<file path="src/rtl/dma_fifo_pkg.sv">
// Shared constants, helpers and the elaboration-time parameter check for the DMA FIFO family.
package dma_fifo_pkg;

    localparam int unsigned DEFAULT_DATA_WIDTH = 50;
    localparam int unsigned DEFAULT_DEPTH      = 4;

    // Ceiling log2, usable in constant expressions (clog2(1) = 0).
    function automatic int unsigned clog2(input int unsigned value);
        int unsigned result;
        result = 0;
        while ((64'd1 << result) < 64'(value)) begin
            result = result + 1;
        end
        return result;
    endfunction

endpackage

`ifndef DMA_FIFO_PARAM_CHECK
// Generate-scope guard: stops elaboration with a message when cond is false.
`define DMA_FIFO_PARAM_CHECK(label, cond, msg) \
    if (!(cond)) begin : label \
        $error(msg); \
    end
`endif

</file>
<file path="src/rtl/dma_param_fifo_ram.sv">
// Simple dual-port storage: one write port, one read port with registered, enabled output.
module dma_param_fifo_ram
    import dma_fifo_pkg::*;
#(
    parameter int unsigned DATA_WIDTH = DEFAULT_DATA_WIDTH,
    parameter int unsigned DEPTH      = DEFAULT_DEPTH
) (
    input  logic                      clk,
    input  logic                      wr_en,
    input  logic [clog2(DEPTH)-1:0]   wr_addr,
    input  logic [DATA_WIDTH-1:0]     wr_data,
    input  logic                      rd_en,
    input  logic [clog2(DEPTH)-1:0]   rd_addr,
    output logic [DATA_WIDTH-1:0]     rd_data
);

    logic [DATA_WIDTH-1:0] mem [DEPTH];

    // Array write and registered read; the array itself is never reset.
    always_ff @(posedge clk) begin
        if (wr_en) begin
            mem[wr_addr] <= wr_data;
        end
        if (rd_en) begin
            rd_data <= mem[rd_addr];
        end
    end

endmodule

</file>
<file path="src/rtl/dma_param_fifo.sv">
// First-word-fall-through FIFO over a registered-read RAM, with occupancy flags and error pulses.
module dma_param_fifo
    import dma_fifo_pkg::*;
#(
    parameter int unsigned DATA_WIDTH   = DEFAULT_DATA_WIDTH,
    parameter int unsigned DEPTH        = DEFAULT_DEPTH,
    parameter int unsigned AFULL_LEVEL  = DEPTH - 1,
    parameter int unsigned AEMPTY_LEVEL = 1
) (
    input  logic                    CLK,
    input  logic                    RESETN,
    input  logic                    FLUSH,
    input  logic                    WR_EN,
    input  logic [DATA_WIDTH-1:0]   WR_DATA,
    input  logic                    RD_EN,
    output logic [DATA_WIDTH-1:0]   RD_DATA,
    output logic                    FULL,
    output logic                    EMPTY,
    output logic                    ALMOST_FULL,
    output logic                    ALMOST_EMPTY,
    output logic [clog2(DEPTH):0]   COUNT,
    output logic                    OVERFLOW,
    output logic                    UNDERFLOW
);

    localparam int unsigned AW = clog2(DEPTH);
    localparam int unsigned CW = AW + 1;
    localparam logic [CW-1:0] DEPTH_C  = CW'(DEPTH);
    localparam logic [CW-1:0] AFULL_C  = CW'(AFULL_LEVEL);
    localparam logic [CW-1:0] AEMPTY_C = CW'(AEMPTY_LEVEL);

    `DMA_FIFO_PARAM_CHECK(g_chk_width, (DATA_WIDTH >= 1) && (DATA_WIDTH <= 128), "dma_param_fifo: DATA_WIDTH must be 1..128")
    `DMA_FIFO_PARAM_CHECK(g_chk_depth, (DEPTH >= 2) && (DEPTH <= 64) && ((DEPTH & (DEPTH - 1)) == 0), "dma_param_fifo: DEPTH must be a power of two in 2..64")
    `DMA_FIFO_PARAM_CHECK(g_chk_afull, AFULL_LEVEL <= DEPTH, "dma_param_fifo: AFULL_LEVEL must not exceed DEPTH")
    `DMA_FIFO_PARAM_CHECK(g_chk_aempty, AEMPTY_LEVEL < DEPTH, "dma_param_fifo: AEMPTY_LEVEL must be below DEPTH")

    logic [AW-1:0]         wptr;
    logic [AW-1:0]         rptr;
    logic                  mid_valid;    // RAM output register holds a fetched, unread word
    logic [DATA_WIDTH-1:0] ram_q;

    logic                  out_valid;
    logic                  wr_acc;
    logic                  rd_acc;
    logic                  out_load;
    logic                  mid_free;
    logic                  ram_re;
    logic                  ram_we;
    logic [CW-1:0]         avail;        // words still sitting in the array, not yet fetched
    logic [CW-1:0]         count_nxt;

    // Accept decisions and prefetch control: refill the output stage from the RAM stage,
    // and fetch the next array word whenever the RAM stage is (or is becoming) free.
    always_comb begin
        out_valid = !EMPTY;
        wr_acc    = WR_EN && !FULL;
        rd_acc    = RD_EN && out_valid;
        out_load  = mid_valid && (!out_valid || rd_acc);
        mid_free  = !mid_valid || out_load;
        avail     = COUNT - CW'(out_valid) - CW'(mid_valid);
        ram_re    = !FLUSH && mid_free && (avail != '0);
        ram_we    = !FLUSH && wr_acc;
        count_nxt = COUNT + CW'(wr_acc) - CW'(rd_acc);
    end

    dma_param_fifo_ram #(
        .DATA_WIDTH (DATA_WIDTH),
        .DEPTH      (DEPTH)
    ) u_ram (
        .clk     (CLK),
        .wr_en   (ram_we),
        .wr_addr (wptr),
        .wr_data (WR_DATA),
        .rd_en   (ram_re),
        .rd_addr (rptr),
        .rd_data (ram_q)
    );

    // Pointers, occupancy, flags, output holding register; reset and flush both clear everything.
    always_ff @(posedge CLK or negedge RESETN) begin
        if (!RESETN) begin
            wptr         <= '0;
            rptr         <= '0;
            mid_valid    <= 1'b0;
            COUNT        <= '0;
            RD_DATA      <= '0;
            EMPTY        <= 1'b1;
            ALMOST_EMPTY <= 1'b1;
            FULL         <= 1'b0;
            ALMOST_FULL  <= 1'b0;
            OVERFLOW     <= 1'b0;
            UNDERFLOW    <= 1'b0;
        end else if (FLUSH) begin
            wptr         <= '0;
            rptr         <= '0;
            mid_valid    <= 1'b0;
            COUNT        <= '0;
            RD_DATA      <= '0;
            EMPTY        <= 1'b1;
            ALMOST_EMPTY <= 1'b1;
            FULL         <= 1'b0;
            ALMOST_FULL  <= 1'b0;
            OVERFLOW     <= 1'b0;
            UNDERFLOW    <= 1'b0;
        end else begin
            if (wr_acc) begin
                wptr <= wptr + AW'(1);
            end
            if (ram_re) begin
                rptr <= rptr + AW'(1);
            end
            mid_valid <= ram_re || (mid_valid && !out_load);
            if (out_load) begin
                RD_DATA <= ram_q;
                EMPTY   <= 1'b0;
            end else if (rd_acc) begin
                EMPTY   <= 1'b1;
            end
            COUNT        <= count_nxt;
            FULL         <= (count_nxt == DEPTH_C);
            ALMOST_FULL  <= (count_nxt >= AFULL_C);
            ALMOST_EMPTY <= (count_nxt <= AEMPTY_C);
            OVERFLOW     <= WR_EN && FULL;
            UNDERFLOW    <= RD_EN && EMPTY;
        end
    end

endmodule

</file>
<file path="config.mk">
export PLATFORM = sky130hd
export DESIGN_NAME = dma_param_fifo
export DESIGN_NICKNAME = d
export VERILOG_FILES = /design/src/rtl/dma_fifo_pkg.sv /design/src/rtl/dma_param_fifo_ram.sv /design/src/rtl/dma_param_fifo.sv
export SDC_FILE = /design/constraint.sdc
export NUM_CORES = 1
export LEC_CHECK = 0
export ABC_CLOCK_PERIOD_IN_PS = 5700
export CAP_MARGIN = 20
export CORE_AREA = 2 2 179 181
export CTS_CLUSTER_SIZE = 25
export DETAILED_ROUTE_END_ITERATION = 10
export DIE_AREA = 0 0 181 183
export GPL_ROUTABILITY_DRIVEN = 0
export GPL_TIMING_DRIVEN = 0
export SETUP_SLACK_MARGIN = 0.15
export SLEW_MARGIN = 20
export SYNTH_ARGS = -nofsm -noshare
export SYNTH_HDL_FRONTEND = slang
export SYNTH_SLANG_ARGS = --single-unit
</file>
<file path="constraint.sdc">
create_clock -name CLK -period 5.7 [get_ports CLK]
set_clock_uncertainty 0.2 [all_clocks]
set_input_delay 1.71 -clock CLK [delete_from_list [all_inputs] [get_ports CLK]]
set_output_delay 1.71 -clock CLK [all_outputs]
set_load 0.05 [all_outputs]
</file>
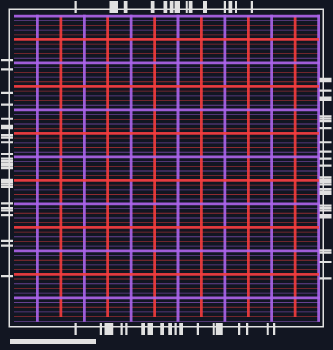
(run_1/floorplan.png)
The bar under the picture is 50 microns long. Pins as bars on the die edge.
net	colour
VSS	purple
VDD	red
met4 straps	13
rows	65
met1 rails	66
signal pins	114
met5 straps	13
Die Wd: 181 microns
core area: 31200 sq um
Peak VDD IR: 0.192 mV
Die H: 183 microns

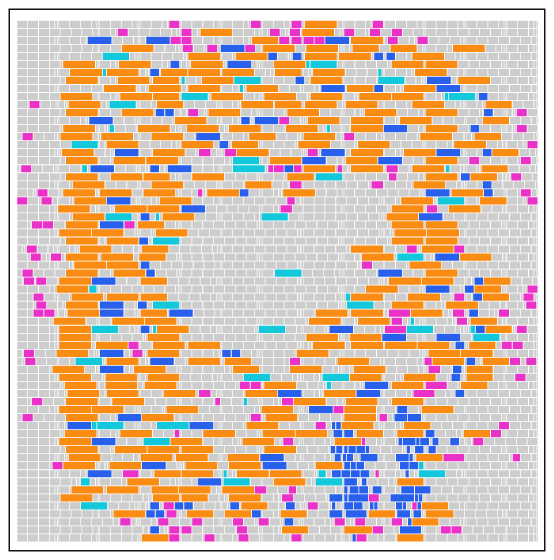
(run_1/class_map.png)
Fill, decap, tap and diode cells in grey.
class	colour	cells	share of their area
remaining logic cells	blue	168	16%
remaining buffers and delay cells	magenta	144	11%
clock drivers and dummy loads	cyan	56	6.9%
registers	orange	314	67%
Core Util, Final: 0.452
final non-filler cell area: 14100 sq um
sequential cell area share: 0.645
Cell Rows: 65

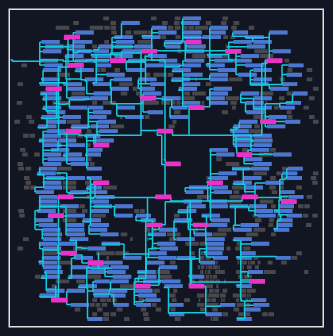
(run_1/clock_wires.png)
[clock-net drivers] magenta | count: 31
[flip-flops] blue | count: 314
[clock wires] cyan | length: 3450 microns
routed clock nets	32
flops lie	spread over the die
P_clk: 1.90 mW
clock network power share: 0.260
worst skew pair latency: 0.54 ns

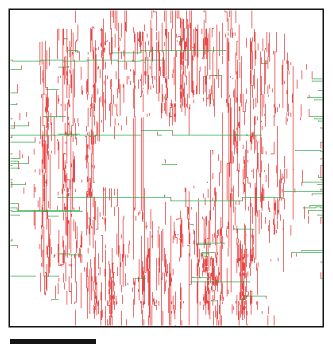
(run_1/layers.png)
The bar under the picture is 50 microns long. Only two layers are drawn.
layer	colour	wire length
M2	red	11100 microns
M3	green	1020 microns
All-Layer GR Usage: 0.133
detailed-route via count: 5275
final WL: 21.6 mm
DR WL/cell: 19.9 microns

==> results.cfg, run 1 <==
; implementation run metrics
[status]
outcome = completed

[worst_setup_path]
critical_path.top_delay_family = buffers and inverters
reg2reg_to = u_ram.rd_data[21]
rrSetupSlack_ns = 2.02
arrival_ns = 1.97
worst_setup_path_start_kind = flop
cp-endpoint = COUNT[1]
critical_path_cell_count = 1
path_cells = clkdlybuf4s50_1
worst_setup_path_end_kind = output pin
ff2ff_path_depth = 11
cp_max_fo = 7
reg2reg_from = mid_valid
worst-path-buf-inv = 1
critical_path_class = flop to output pin
startpoint = COUNT[1]

[synthesis]
synth_cells = 506
synth.area.top_cells = edfxtp_1 66%, dfrtp_1 14%, mux4_2 9.9%
mux_share = 0.0996
ys_cells = 506
synth-simple-area-share = 0.0185
ys.flop_type = edfxtp_1
ys_sh_xor = 0.00581
yosysTopAreaCell = edfxtp_1
synth.most_common_cell = edfxtp_1
ys_chip_area_sq_um = 11400
synthTopCellsByCount = 250 x edfxtp_1, 62 x dfrtp_1, 50 x a22o_1, 50 x mux4_2
ys_seq_frac = 0.799
syn_area_sq_um = 11400
synth-edff-count = 250

[die]
taps = 402
chip_area_sq_um = 33100
io_pins = 114

[place]
dpl_cell_area_sq_um = 13200
dp_hpwl_mm = 14.4
place_inst = 1028

[worst_hold_path]
holdPathStages = 1
min_from = u_ram.rd_data[27]
worstHoldPathType = flop to flop
min_to = RD_DATA[27]

[final_timing]
post-route-period-util = 0.680
post-route-min-period_ns = 3.88
slew_headroom = 0.465
rsz0062_at_grt = no
finalSetupTns_ns = 0
finalHoldViolations = 0
slew_violations = 0

[global_route]
use_met1 = 0.168
overflow = 0
grt_max_degree = 37
grt_util_met3 = 0.0260
antenna_found_initial = 0
busiest_layer = met2
grt_pass1_vias = 5774

[clocking]
htree_levels = 1
cts_buffers = 31
clock_sinks = 314
ctsHoldBuffers = 0
cts_tree = done
cts-root-buf = clkbuf_16

[power_and_ir_drop]
p_sw_frac = 0.313
finalPower_mw = 7.29
p_seq_frac = 0.446
p_sw_mw = 2.28
p_leak_nw = 4.94
maxPowerGroup = sequential cells

[route]
first_pass_iters = 6
drt-met1-wl_mm = 9.04
drc = 0
drt_iter0_drc = 303
routed.top_layer = met4
dr_wl_met2_mm = 11.1
met3_length_mm = 1.02

[final_layout]
n_all_buffers = 144
bufAreaShareNonClock = 0.103
nets = 725
mostFrequentLayoutCell = edfxtp_1
mostFrequentLayoutCells = 250 x edfxtp_1, 111 x clkdlybuf4s50_1, 62 x dfrtp_1
nClkBuffers = 40
area_growth_pct = 23.9
seq_cells = 314
largest_register = u_ram.mem
fillers = 2662
drive_gt1_frac = 0.201
nMultiInputCombCells = 158

[flow_run]
warnings = 30
maxCapViolCount = 0
==> run_1/clock_nets.png <==
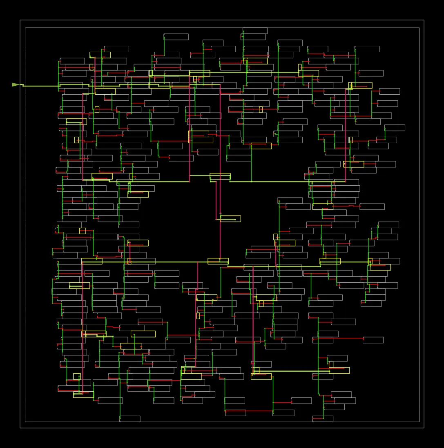

==> run 1 -> run 2 <==
- ABC_CLOCK_PERIOD_IN_PS: 5700 -> 3700
- clock period: 5.7 -> 3.7 ns (I/O delays scaled with it)
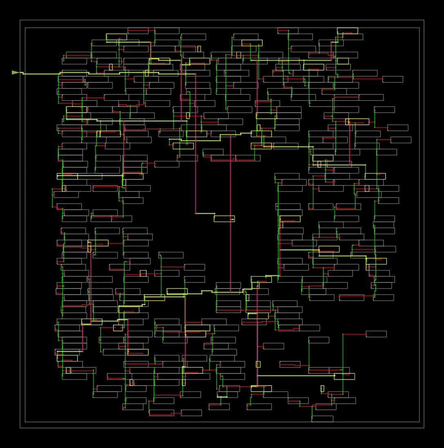
(run_2/clock_nets.png)
P_clk: 3.10 mW
clk sinks: 314
worst skew pair latency: 0.49 ns

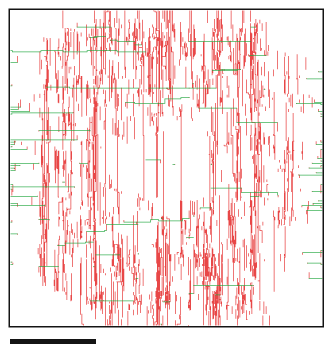
(run_2/layers.png)
The bar under the picture is 50 microns long. Only two layers are drawn.
layer	colour	wire length
M3	green	1040 microns
M2	red	11300 microns
final WL: 22.0 mm
detailed-route via count: 5367
DR WL/cell: 20.2 microns
All-Layer GR Usage: 0.137

==> results.cfg, run 2 <==
; implementation run metrics
[worst_setup_path]
startpoint = EMPTY
reg2reg_to = u_ram.rd_data[30]
reg2reg_from = mid_valid
required_ns = 2.39
cpPeakStageDelay_ns = 0.81
path_cells = clkdlybuf4s50_1
crit_slowest_cell = clkdlybuf4s50_1
ff2ff_path_depth = 12
worst_setup_path_end_kind = output pin
arrival_ns = 1.95
rrSetupSlack_ns = 0.54
critical_path_cell_count = 1
critical_path_class = flop to output pin
cp_max_fo = 7
worst_setup_path_start_kind = flop
critical_path.top_delay_family = buffers and inverters
worst-path-buf-inv = 1
cp-endpoint = EMPTY

[place]
place_inst = 1029
dpl_cell_area_sq_um = 13300
place_ws_ns = 0.00574
portBuffers = 112
dp_hpwl_mm = 14.3

[final_layout]
seq_cells = 314
num_antenna_cells = 0
mostFrequentLayoutCells = 250 x edfxtp_1, 111 x clkdlybuf4s50_1, 61 x dfrtp_1
area_growth_pct = 25.3
regArea_sq_um = 9120
combGateArea_sq_um = 2100
clkCellAreaFrac = 0.0722
area_dominant_class = sequential cells
drive_gt1_frac = 0.210
post-route-util = 0.458
nets = 730
largest_register = u_ram.mem
fillers = 2654
largestRegisters = u_ram.mem (200), RD_DATA (50), u_ram.rd_data (50)
mostFrequentLayoutCell = edfxtp_1
comb-cell-share = 0.147
largest_reg_flops = 200
seq_share = 0.638
num-nonclk-inverters = 10
nClkBuffers = 45
nMultiInputCombCells = 158
design_area_sq_um = 14300
bufAreaShareNonClock = 0.105
n_all_buffers = 146

[clocking]
cts_tree = done
cts_buffers = 34
cts.reportedPaths.clkPinSlew_ns = 0.06
ctsHoldBuffers = 0
cts-root-buf = clkbuf_16
post_cts_resized = 0
ctsLongestPathBuffers = 3
htree_levels = 2
post-cts-setup-buffers = 1

[final_timing]
finalSetupTns_ns = 0
slew_headroom = 0.549
rsz0062_at_grt = no
max_freq_mhz = 307
timing.final.ws_setup_ns = 0.444
post-route-period-util = 0.880
slew_violations = 0
setup_viol = 0
finalHoldViolations = 0
post-route-min-period_ns = 3.26
holdWs_ns = 0.260
worst_pin_slew_ns = 0.675

[worst_hold_path]
min_to = RD_DATA[34]
worstHoldPathType = flop to flop
holdPathStages = 1
min_from = u_ram.rd_data[34]

[global_route]
overflow = 0
grt_pass1_vias = 5869
grt_pass1_wl_mm = 34.2
grt_max_degree = 45
use_met1 = 0.170
grt_util_met2 = 0.240
busiest_layer = met2
grt_util_met3 = 0.0308
antenna_found_initial = 0

[power_and_ir_drop]
clkPwrFrac = 0.269
pg_seq_mw = 5.01
p_comb_frac = 0.297
finalPower_mw = 11.5
power.density_nw_per_um2 = 807
p_sw_frac = 0.311
ir_worst_vdd_mv = 0.349
p_seq_frac = 0.434
p_leak_nw = 5.01
p_sw_mw = 3.59
powerComb_mw = 3.43
maxPowerGroup = sequential cells
intPower_mw = 7.95

[die]
io_pins = 114
die_height_microns = 183
die_w_microns = 181
core_region_area_sq_um = 31200
initCoreUtil = 0.365
chip_area_sq_um = 33100
taps = 402
rows = 65

[route]
met3_length_mm = 1.04
drc = 0
routed.top_layer = met4
postRouteAntennaNets = 0
dr_wl_met2_mm = 11.3
via_per_inst = 4.92
drt-met1-wl_mm = 9.19
first_pass_iters = 4
drt_iter0_drc = 338

[synthesis]
synth_flop_count = 314
async_reset_ff_frac = 0.204
ys_seq_frac = 0.799
ys_warn_count = 0
synthesis.nets = 572
ys_sh_xor = 0.00581
synth-compound-area-share = 0.0433
postSynthAreaPerCell_sq_um = 22.5
synth-simple-area-share = 0.0185
ys.flop_type = edfxtp_1
adder_share = 0.0134
syn_area_sq_um = 11400
synth.area.top_cells = edfxtp_1 66%, dfrtp_1 14%, mux4_2 9.9%
ys_cells = 506
ys_chip_area_sq_um = 11400
ys_types = 36
synthTopCellsByCount = 250 x edfxtp_1, 62 x dfrtp_1, 50 x a22o_1, 50 x mux4_2
mux_share = 0.0996
synth_cells = 506
yosysTopAreaCell = edfxtp_1
synth-edff-count = 250
synth.most_common_cell = edfxtp_1
top_logic_kind = multiplexers
top_area_frac = 0.658

[flow_run]
warnings = 31
maxCapViolCount = 0

[status]
outcome = completed
==> run_2/clock_wires.png <==
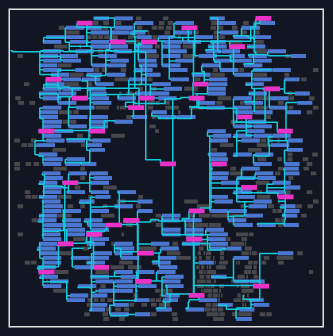

==> run 2 -> run 3 <==
- MAX_ROUTING_LAYER: default -> met4
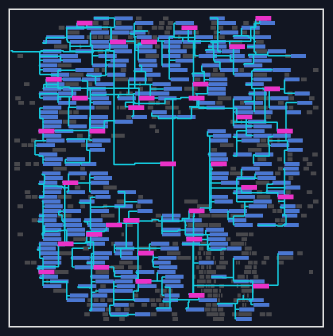
(run_3/clock_wires.png)
[flip-flops] blue | count: 314
[clock wires] cyan | length: 3450 microns
[clock-net drivers] magenta | count: 34
flops lie	spread over the die
routed clock nets	35
clock network power share: 0.269

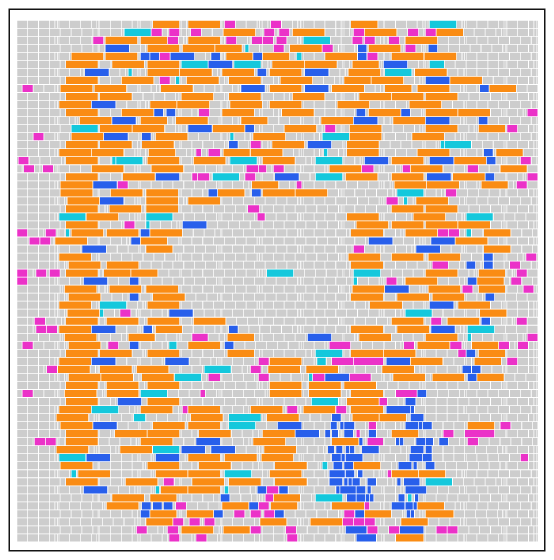
(run_3/class_map.png)
Fill, decap, tap and diode cells in grey.
class	colour	cells	share of their area
registers	orange	314	66%
clock drivers and dummy loads	cyan	61	7.5%
remaining logic cells	blue	168	16%
remaining buffers and delay cells	magenta	146	11%
final non-filler cell area: 14300 sq um
Core Util, Final: 0.458
sequential cell area share: 0.638

==> results.cfg, run 3 <==
; implementation run metrics
[worst_setup_path]
worst-path-buf-inv = 1
ff2ff_path_depth = 12
path_cells = clkdlybuf4s50_1
critical_path_class = flop to output pin
arrival_ns = 1.94
worst_setup_path_end_kind = output pin
reg2reg_to = u_ram.rd_data[30]
rrSetupSlack_ns = 0.55
critical_path_cell_count = 1
reg2reg_from = mid_valid
cp_max_fo = 7
cpPeakStageDelay_ns = 0.81
crit_slowest_cell = clkdlybuf4s50_1
startpoint = EMPTY

[route]
vias = 5356
routed.top_layer = met4
drt-met1-wl_mm = 9.21
wl_per_cell_microns = 20.2
dr_wl_met2_mm = 11.3
drt_iter0_drc = 315
first_pass_iters = 4
via_per_inst = 4.91
routed_wl_mm = 22.0

[die]
taps = 402
die_w_microns = 181
chip_area_sq_um = 33100
core_region_area_sq_um = 31200

[synthesis]
ys_types = 36
synth_flop_count = 314
synth.area.top_cells = edfxtp_1 66%, dfrtp_1 14%, mux4_2 9.9%
syn_area_sq_um = 11400
synthesis.nets = 572
synth_cells = 506
synth-edff-count = 250
ys_seq_frac = 0.799
postSynthAreaPerCell_sq_um = 22.5
top_area_frac = 0.658
async_reset_ff_frac = 0.204
yosysTopAreaCell = edfxtp_1
synth-simple-area-share = 0.0185
top_logic_kind = multiplexers
ys_chip_area_sq_um = 11400
ys_sh_xor = 0.00581
mux_share = 0.0996

[final_layout]
combGateArea_sq_um = 2100
nMultiInputCombCells = 158
area_growth_pct = 25.3
num_antenna_cells = 0
bufAreaShareNonClock = 0.105
nets = 730
largestRegisters = u_ram.mem (200), RD_DATA (50), u_ram.rd_data (50)
area_dominant_class = sequential cells
largest_reg_flops = 200
mostFrequentLayoutCells = 250 x edfxtp_1, 111 x clkdlybuf4s50_1, 61 x dfrtp_1
num-nonclk-inverters = 10
mostFrequentLayoutCell = edfxtp_1

[final_timing]
finalSetupTns_ns = 0
rsz0062_at_grt = no
slew_headroom = 0.547
setup_viol = 0
holdWs_ns = 0.261
finalHoldViolations = 0
slew_violations = 0

[global_route]
use_met1 = 0.170
gr-usage-all-layers = 0.141
busiest_layer = met2
grt_max_degree = 45
grt_pass1_vias = 5877
overflow = 0
grt_util_met2 = 0.240
grt_pass1_wl_mm = 34.2

[clocking]
cts_buffers = 34
cts-root-buf = clkbuf_16
post_cts_resized = 0
htree_levels = 2
ctsHoldBuffers = 0

[place]
place_ws_ns = 0.00574
dp_hpwl_mm = 14.3
portBuffers = 112
place_inst = 1029
dpl_cell_area_sq_um = 13300

[flow_run]
maxCapViolCount = 0
warnings = 31

[power_and_ir_drop]
power.density_nw_per_um2 = 807
maxPowerGroup = sequential cells
p_seq_frac = 0.434
intPower_mw = 7.95
ir_worst_vdd_mv = 0.350
powerClk_mw = 3.10
p_leak_nw = 5.01

[status]
outcome = completed

[worst_hold_path]
worstHoldPathType = flop to flop
min_to = RD_DATA[14]
Power and IR drop assume default switching activity.
